==> config.mk <==
export PLATFORM = sky130hd
export DESIGN_NAME = instr_controller
export DESIGN_NICKNAME = d
export VERILOG_FILES = /design/src/rtl/instr_controller.sv
export SDC_FILE = /design/constraint.sdc
export NUM_CORES = 1
export LEC_CHECK = 0
export ABC_AREA = 1
export ABC_CLOCK_PERIOD_IN_PS = 2200
export CAP_MARGIN = 25
export CORE_UTILIZATION = 56
export CTS_CLUSTER_SIZE = 20
export DETAILED_ROUTE_END_ITERATION = 16
export PLACE_DENSITY = 0.84
export SLEW_MARGIN = 20
export SYNTH_ARGS = -nofsm -noshare
export SYNTH_HDL_FRONTEND = slang
export SYNTH_SLANG_ARGS = --single-unit
==> constraint.sdc <==
create_clock -name clk -period 2.2 [get_ports clk]
set_clock_uncertainty 0.05 [all_clocks]
set_input_delay 0.44 -clock clk [delete_from_list [all_inputs] [get_ports clk]]
set_output_delay 0.44 -clock clk [all_outputs]
set_load 0.005 [all_outputs]
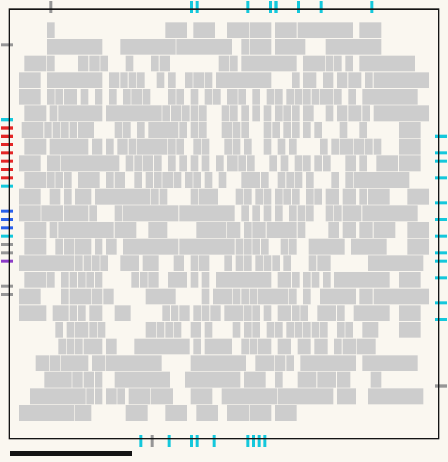
*Ports around the boundary*
Scale bar: 20 µm. Pins as bars across the die edge, other pins in gray.
legend:
  `retired`:
    color: cyan
    pins: 32
    direction: output
    edge: 12 east, 9 south, 8 north, 3 west
  `opcode`:
    color: red
    pins: 7
    direction: input
    edge: west
  `state`:
    color: blue
    pins: 3
    direction: output
    edge: west
  `run`:
    color: purple
    pins: 1
    direction: input
    edge: west
all pins by edge: 19 west, 13 east, 10 south, 9 north
I/O Buffers: 49
die width: 69.94 µm
die height: 69.94 µm

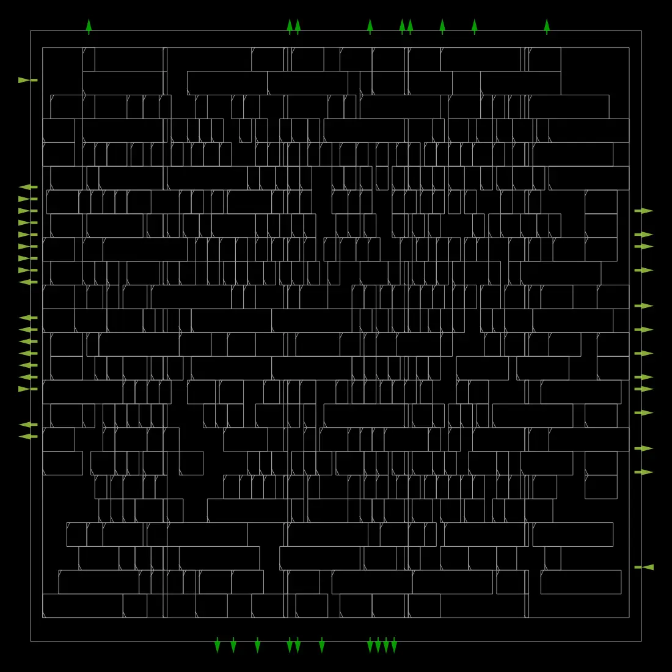
*Cell outlines without signal wires*
Seq area share: 29.92%
fillers: 370

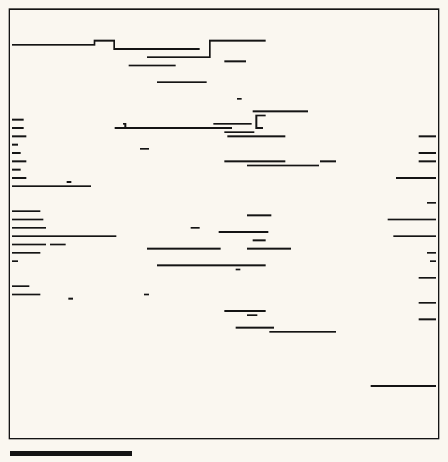
*The metal 3 layer*
Scale bar: 20 µm.
nets with wire on the layer: 55
longest straight run: 18.9 µm
share of all routed wire: 5.8%
Detailed Route WL: 6068 µm
via count: 2546

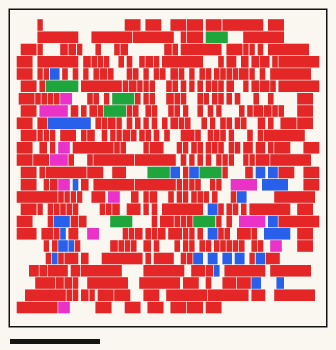
*Cells by drive strength*
Scale bar: 20 µm.
legend:
  x6 and larger:
    color: green
    cells: 8
    share: 1.8%
    most_used: clkbuf_8
  x1 and smaller:
    color: red
    cells: 395
    share: 90%
    most_used: nand2_1
  x2:
    color: blue
    cells: 26
    share: 5.9%
    most_used: nand2_2
  x3 and x4:
    color: magenta
    cells: 11
    share: 2.5%
    most_used: buf_4
setup ws final: 74.83 ps
Layout Area Growth over Synthesis: 26.33%
Buffers, non-clock: 57
design area: 3266 µm²

==> ci_impl_report.md <==
## Implementation flow summary

| Metric | Value |
|---|---|
| Fin. Hold Viols | 13 |
| Maximum achievable frequency | 470.6 MHz |
| Fin nets | 452 |
| Synth Seq Share | 37.75% |
| Synth Register Bits | 39 |
| Fraction of area in non-clock buffers | 17.16% |
| Worst VDD drop | 238.3 µV |
| Rows | 24 |
| Final Util | 74.49% |
| Top cell by count, worst path | inv_2 |
| Worst path max stage delay | 480 ps |
| Cts hold-fix bufs | 0 |
| M1 WL | 2653 µm |
| Register-to-register setup slack | 510 ps |
| Worst slack, placed | 188.0 ps |
| Max reg flops | 32 |
| Violated checks | hold timing |
| # diodes | 0 |
| Comb/total area | 42.80% |
| Hold WS | -3.278 ps |
| Placer Congestion | 0.9314 |
| Met2 Use GR | 46.26% |
| Area post-placement | 3132 µm² |
| Ys flop type | dfrtp_1 |
| Inverters, non-clock | 44 |
| Core box area | 4384 µm² |
| Synth Net Count | 396 |
| Total global routing track utilization | 26.79% |
| LEAKAGE | 1.506 nW |
| Mean Syn Cell Area | 6.749 µm² |
| Crit path buf inv count | 4 |
| Clock buffers | 8 |
| Met3 wire length | 350 µm |
| Sw Share | 21.39% |
| Internal cell power | 0.001020 W |
| Post-synth EDFFs | 0 |
| Top Layout Cells | nand2_1, nor2_1, clkdlybuf4s50_1, inv_1, dfrtp_1 |
| Outcome | finished, violations left |
| CTS tree | built |
| Synth top cells by count | nand2_1, nor2_1, inv_1 |
| M1 GR Usage | 31.75% |
| Initial Util | 58.96% |
| RSZ-0062 raised after global routing | no |
| Initial antenna violation count | 0 |
| Clk tree area frac | 3.065% |
| Max Slew Vio Count | 0 |
## power groups by stage
| stage | Combinational (W) | Clock [W] | Sequential [W] |
|---|---|---|---|
| after CTS | 0.0000390 | 0.000549 | 0.000716 |
| after detailed placement | 0.0000390 | 0 | 0.000730 |
| after floorplan | 0.00000650 | 0 | 0.000731 |
| after global placement | 0.0000379 | 0 | 0.000730 |
| final | 0.0000378 | 0.000543 | 0.000716 |
| after global routing | 0.0000443 | 0.000582 | 0.000716 |
## cells by family (layout without fill, tap and decap cells)
| logic type | Yosys count | count (layout) |
|---|---|---|
| AND-OR/OR-AND | 9 | 9 |
| XOR/XNOR | 17 | 17 |
| adder cells (fa/ha/maj) | 3 | 3 |
| buffers and inverters | 52 | 109 |
| flip-flops | 39 | 39 |
| other | 1 | 1 |
| AND/OR/NAND/NOR | 262 | 262 |
Power figures rest on the tool's default switching activity, not on a simulated workload.
